`config.mk`:
```
export PLATFORM = sky130hd
export DESIGN_NAME = conv_layer_sequencer
export DESIGN_NICKNAME = d
export VERILOG_FILES = /design/src/rtl/conv_seq_pkg.sv /design/src/rtl/seq_counter.sv /design/src/rtl/conv_layer_sequencer.sv
export SDC_FILE = /design/constraint.sdc
export NUM_CORES = 1
export LEC_CHECK = 0
export ABC_AREA = 1
export ABC_CLOCK_PERIOD_IN_PS = 2900
export CELL_PAD_IN_SITES_DETAIL_PLACEMENT = 0
export CELL_PAD_IN_SITES_GLOBAL_PLACEMENT = 1
export CORE_MARGIN = 5
export CORE_UTILIZATION = 25
export CTS_CLUSTER_DIAMETER = 30
export CTS_CLUSTER_SIZE = 28
export DETAILED_ROUTE_END_ITERATION = 10
export PLACE_DENSITY_LB_ADDON = 0.1
export SETUP_SLACK_MARGIN = 0.4
export SLEW_MARGIN = 15
export SYNTH_ARGS = -nofsm -noshare
export SYNTH_HDL_FRONTEND = slang
export SYNTH_SLANG_ARGS = --single-unit
```
`constraint.sdc`:
```
create_clock -name clk_i -period 2.9 [get_ports clk_i]
set_clock_uncertainty 0.1 [all_clocks]
set_input_delay 0.87 -clock clk_i [delete_from_list [all_inputs] [get_ports clk_i]]
set_output_delay 0.87 -clock clk_i [all_outputs]
set_load 0.01 [all_outputs]
```
`src/rtl/conv_seq_pkg.sv`:
```
// rtl/conv_seq_pkg.sv - shared state type and width helpers for the conv layer sequencer
package conv_seq_pkg;

  typedef enum logic [2:0] {
    eIDLE,
    eSTART,
    eRUN,
    eWAIT_IDLE,
    eDONE
  } seq_state_e;

  // Bits needed to hold every value 0..max_val.
  function automatic int count_bits(input int max_val);
    return $clog2(max_val + 1);
  endfunction

  function automatic int sel_bits(input int n);
    return (n > 1) ? $clog2(n) : 1;
  endfunction

endpackage

```
`src/rtl/seq_counter.sv`:
```
// rtl/seq_counter.sv - modulo-MAX up-counter with clear, enable and terminal-count flag
module seq_counter #(
  parameter int MAX = 2,
  parameter int W   = $clog2(MAX + 1)
) (
  input  logic         clk_i,
  input  logic         reset_i,
  input  logic         clr_i,
  input  logic         en_i,
  output logic [W-1:0] count_o,
  output logic         tc_o
);

  // tc_o marks the last value before wrap; the caller qualifies it with en_i.
  assign tc_o = (count_o == W'(MAX - 1));

  always_ff @(posedge clk_i) begin
    if (reset_i || clr_i) begin
      count_o <= '0;
    end else if (en_i) begin
      count_o <= tc_o ? '0 : count_o + 1'b1;
    end
  end

endmodule

```
`src/rtl/conv_layer_sequencer.sv`:
```
// rtl/conv_layer_sequencer.sv - runs one conv layer over a frame burst and owns its kernel-RAM write port
module conv_layer_sequencer
  import conv_seq_pkg::*;
#(
  parameter int WORD_SIZE          = 16,
  parameter int INPUT_LAYER_HEIGHT = 64,
  parameter int KERNEL_WIDTH       = 2,
  parameter int KERNEL_HEIGHT      = 5,
  parameter int OUTPUTS_PER_FRAME  = 60,
  parameter int N_CONVOLUTIONS     = 4,
  parameter int MAX_FRAMES         = 255,
  localparam int FRAME_BITS        = count_bits(MAX_FRAMES),
  localparam int CFG_BITS          = sel_bits(N_CONVOLUTIONS) + count_bits(KERNEL_WIDTH * KERNEL_HEIGHT)
) (
  input  logic                  clk_i,
  input  logic                  reset_i,
  input  logic                  run_valid_i,
  output logic                  run_ready_o,
  input  logic [FRAME_BITS-1:0] n_frames_i,
  input  logic                  cfg_valid_i,
  output logic                  cfg_ready_o,
  input  logic [CFG_BITS-1:0]   cfg_addr_i,
  input  logic [WORD_SIZE-1:0]  cfg_data_i,
  output logic                  conv_start_o,
  input  logic                  conv_ready_i,
  input  logic                  in_hs_i,
  input  logic                  out_hs_i,
  output logic                  w_en_o,
  output logic [CFG_BITS-1:0]   w_addr_o,
  output logic [WORD_SIZE-1:0]  w_data_o,
  output logic                  busy_o,
  output logic                  done_o,
  output logic [FRAME_BITS-1:0] frames_done_o
);

  localparam int FRAME_WORDS = KERNEL_WIDTH * INPUT_LAYER_HEIGHT;

  seq_state_e state_q;
  logic [FRAME_BITS-1:0] n_frames_q;
  logic words_full_q, overrun_q;
  logic run_hs, cfg_hs, start_go, cnt_clr;
  logic word_en, word_tc, out_en, out_tc, frame_en, frame_tc;
  logic [count_bits(FRAME_WORDS)-1:0]       word_cnt;
  logic [count_bits(OUTPUTS_PER_FRAME)-1:0] out_cnt;
  logic unused_status;

  assign run_ready_o  = (state_q == eIDLE);
  assign cfg_ready_o  = (state_q == eIDLE) && !run_valid_i;
  assign run_hs       = run_valid_i && run_ready_o;
  assign cfg_hs       = cfg_valid_i && cfg_ready_o;
  assign start_go     = (state_q == eSTART) && conv_ready_i;
  assign conv_start_o = start_go;
  assign busy_o       = (state_q != eIDLE);
  assign cnt_clr      = start_go || run_hs;

  // Input words past a full frame are dropped and only flagged.
  assign word_en  = (state_q == eRUN) && in_hs_i && !words_full_q;
  assign out_en   = (state_q == eRUN) && out_hs_i;
  assign frame_en = out_en && out_tc && !frame_tc;

  assign unused_status = ^{word_cnt, out_cnt, overrun_q};

  seq_counter #(.MAX(FRAME_WORDS)) u_word_cnt (
    .clk_i(clk_i), .reset_i(reset_i), .clr_i(cnt_clr), .en_i(word_en),
    .count_o(word_cnt), .tc_o(word_tc)
  );

  seq_counter #(.MAX(OUTPUTS_PER_FRAME)) u_out_cnt (
    .clk_i(clk_i), .reset_i(reset_i), .clr_i(cnt_clr), .en_i(out_en),
    .count_o(out_cnt), .tc_o(out_tc)
  );

  seq_counter #(.MAX(MAX_FRAMES + 1), .W(FRAME_BITS)) u_frame_cnt (
    .clk_i(clk_i), .reset_i(reset_i), .clr_i(run_hs), .en_i(frame_en),
    .count_o(frames_done_o), .tc_o(frame_tc)
  );

  always_ff @(posedge clk_i) begin
    if (reset_i) begin
      state_q      <= eIDLE;
      n_frames_q   <= '0;
      words_full_q <= 1'b0;
      overrun_q    <= 1'b0;
      w_en_o       <= 1'b0;
      w_addr_o     <= '0;
      w_data_o     <= '0;
      done_o       <= 1'b0;
    end else begin
      w_en_o <= cfg_hs;
      done_o <= (state_q == eDONE);
      if (cfg_hs) begin
        w_addr_o <= cfg_addr_i;
        w_data_o <= cfg_data_i;
      end
      if (word_en && word_tc) words_full_q <= 1'b1;
      if ((state_q == eRUN) && in_hs_i && words_full_q) overrun_q <= 1'b1;

      case (state_q)
        eIDLE: begin
          if (run_hs) begin
            n_frames_q <= n_frames_i;
            overrun_q  <= 1'b0;
            state_q    <= (n_frames_i == '0) ? eDONE : eSTART;
          end
        end
        eSTART: begin
          if (conv_ready_i) begin
            words_full_q <= 1'b0;
            state_q      <= eRUN;
          end
        end
        eRUN: begin
          if (out_en && out_tc) state_q <= eWAIT_IDLE;
        end
        eWAIT_IDLE: begin
          if (conv_ready_i) state_q <= (frames_done_o == n_frames_q) ? eDONE : eSTART;
        end
        eDONE:   state_q <= eIDLE;
        default: state_q <= eIDLE;
      endcase
    end
  end

endmodule
```
floorplan.png
(4 px per um) Pins as bars on the die edge.
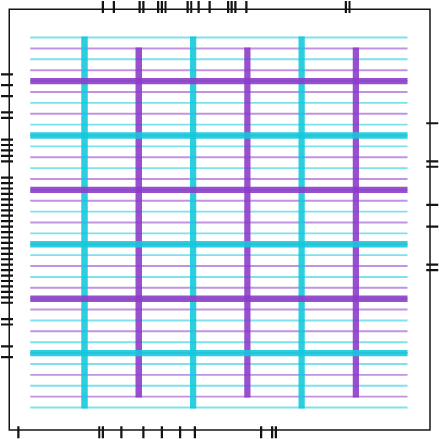
- VDD: purple
- VSS: cyan
- met4 straps: 6
- met5 straps: 6
area of the placeable core: 8720 um^2
DIE WIDTH: 105 um

==> run notes <==
Notes on the physical implementation.

- After Yosys synthesis, and, or, nand and nor cells account for 33.9% of the synthesized area.
- The main flop type is sky130_fd_sc_hd__dfxtp_1, for reference.
- Across all hold checks on the routed design, the worst slack comes to 0.365 ns.
- The arrival time of the worst setup path is 1.42 ns, for reference.
- The shortest clock period the worst path allows after layout is 2.39 ns, for reference.
- The global routing met1 resource utilization is 14.1%, for reference.
- The multiplexer share of the synthesized area is 0%, for reference.
- The register with the most flip-flops in the layout has 16 of them.
- The fraction of synthesized cell area taken by the top area cell type is 43.7%, for reference.
- The worst-path cell with the longest stage delay is sky130_fd_sc_hd__clkdlybuf4s50_1, for reference.
- Per the detailed placement report, the placed cell area equals 3110 um^2.
- The biggest area contributor in the post-synthesis netlist is sky130_fd_sc_hd__dfxtp_1.
- The area of the mapped netlist is 2250 um^2, for reference.
- The post-route netlist has 12.3% of its cells at a drive strength greater than 1.
- The peak ir drop on the vdd network is 0.198 mV, for reference.
- The met1 routed wirelength after detailed routing is 2810 um, for reference.
- Looking at the clock tree report, the H-tree level count equals 2.
- STA classifies the critical path endpoint as an output port.
- Buffers inserted during clock tree synthesis total 5.
- The clock tree buffer count of the final layout is 5, for reference.
- Sequential cells burn 40.8% of the power.
- For this design the top-level I/O count stands at 73.
- For this design, Yosys synthesis ends with a cell count of 307.
- The fraction of standard cell area that is sequential is 29.9%, for reference.
- The flow ran to the end, and the final reports show no timing, DRC or antenna violations.
- The post-synth tally of flip-flops with integrated enable is 0, for reference.
- The cell area power density is 570 nW/um^2, for reference.
- Grouping stages by cell kind, the critical path spends the most delay in buffers and inverters.
- The category of the most critical setup path is flop to output port, for reference.
- The global route stage reports its total congestion overflow as 0.
- The final report gives the core utilization as 37.7%.
- The total buffers and inverters traversed by the critical path is 2, for reference.
- Excluding fillers, the count of instances in the completed layout stands at 498.
- STA reports a reg2reg setup slack of 1.18 ns.
- After Yosys synthesis, AND-OR and OR-AND compound gates account for 12.4% of the synthesized area.
- Setup repair after global routing left no endpoint under its margin.
- The clock latency reported for the late side of the worst-skew pair is 0.30 ns, for reference.
- The fraction of synthesis flops using an asynchronous set or reset pin is 0%, for reference.
- Leaving out the clock tree, the finished layout contains a buffer count of 86.
- The post-layout total power is 0.00187 W, for reference.
- By instance count after routing, the leading logic cell types are sky130_fd_sc_hd__nand2_1 (77), sky130_fd_sc_hd__clkdlybuf4s50_1 (66), sky130_fd_sc_hd__dfxtp_1 (47).
- The largest registers in the layout are w_data_o (16), n_frames_q (8), u_frame_cnt.count_o (8).
- The chip occupies 11000 um^2.
- Per the detail_route report, the via count comes to 2164.
- The via count of the first global-routing pass is 2211, for reference.
- The instance count along the most critical hold path is 2, for reference.
- In the power breakdown, the internal column shows 0.00131 W.
- The unique cell type count in the Yosys netlist is 28, for reference.
- The number of flip-flops and latches is 49, for reference.
- The synthesis report lists the Yosys warning total as 0.
- The number of hold buffers added after cts is 0, for reference.
- In this run the critical register-to-register path is launched from u_frame_cnt.count_o[0].
- During tapcell insertion the tool placed 108 well taps.
- According to the timing report, the critical path is captured at busy_o.
- The routed layout reports a DRC error count of 0.
- met2 is the most crowded layer.
- The finished cells cover 3280 um^2.
- The most common library cell in the layout ignoring fill and taps is sky130_fd_sc_hd__nand2_1, for reference.
- The clock slew seen by the registers of the worst setup and hold paths is 0.09 ns, for reference.
- The heaviest power group is registers, for reference.
- The clock group power is 0.000583 W, for reference.
- The worst hold path begins at w_data_o[8].
- Per the placement report, the placed cell count is 484.
- In this run, the clock network consumes 31.2% of the power.
- The site row count is 34, for reference.
- The number of optimization iterations in the first detailed-route pass is 4, for reference.
- Per the synth log, the flip-flop and latch total comes to 49.
- Detailed-route iteration 0 reported a violation count of 46.
- The number of antenna violations at the first check in global routing is 0.
- The final tally of hold violations is 0, for reference.
- The cell type taking the most area is logic gates, for reference.
- The dominant cell by count in the synthesized netlist is sky130_fd_sc_hd__nand2_1, for reference.
- In this run, power in flip-flops and latches comes to 0.000764 W.
- The root buffer cell is sky130_fd_sc_hd__clkbuf_8, for reference.
- The wire length per cell after detailed routing is 12.6 um, for reference.
- In this run the mean area of a mapped cell was 7.32 um^2.
- The static power due to leakage is 1.22 nW, for reference.
- The power report puts the net switching power at 0.000564 W.
- OpenROAD reports that the post-layout worst path occupies 82.3% of the period.
- The clock drives 49 sinks.
- The non-clock inverters instantiated in the layout total 28.
- In the final layout, the fill cell count is 906.
- The commonest cells after synthesis are sky130_fd_sc_hd__nand2_1 (77), sky130_fd_sc_hd__dfxtp_1 (49), sky130_fd_sc_hd__a21oi_1 (42).
- By area the synthesized netlist is led by sky130_fd_sc_hd__dfxtp_1 (44%), sky130_fd_sc_hd__nand2_1 (13%), sky130_fd_sc_hd__a21oi_1 (9.4%).
- The achievable clock frequency is 419 MHz, for reference.
- In this run the tightest slew margin relative to its limit is 76.1%.
- The slew at the pin closest to its max-slew limit is 0.357 ns, for reference.
congestion_map.png
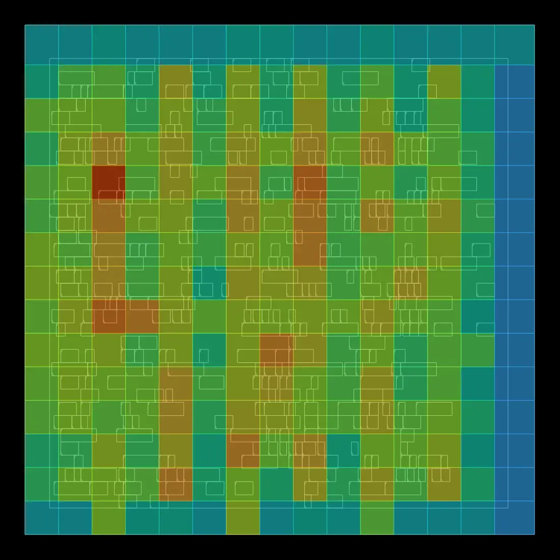
met2 capacity usage during global routing: 18.7%
Global Route Usage Sum: 11.6%

Power is estimated from default activity; no workload was simulated.
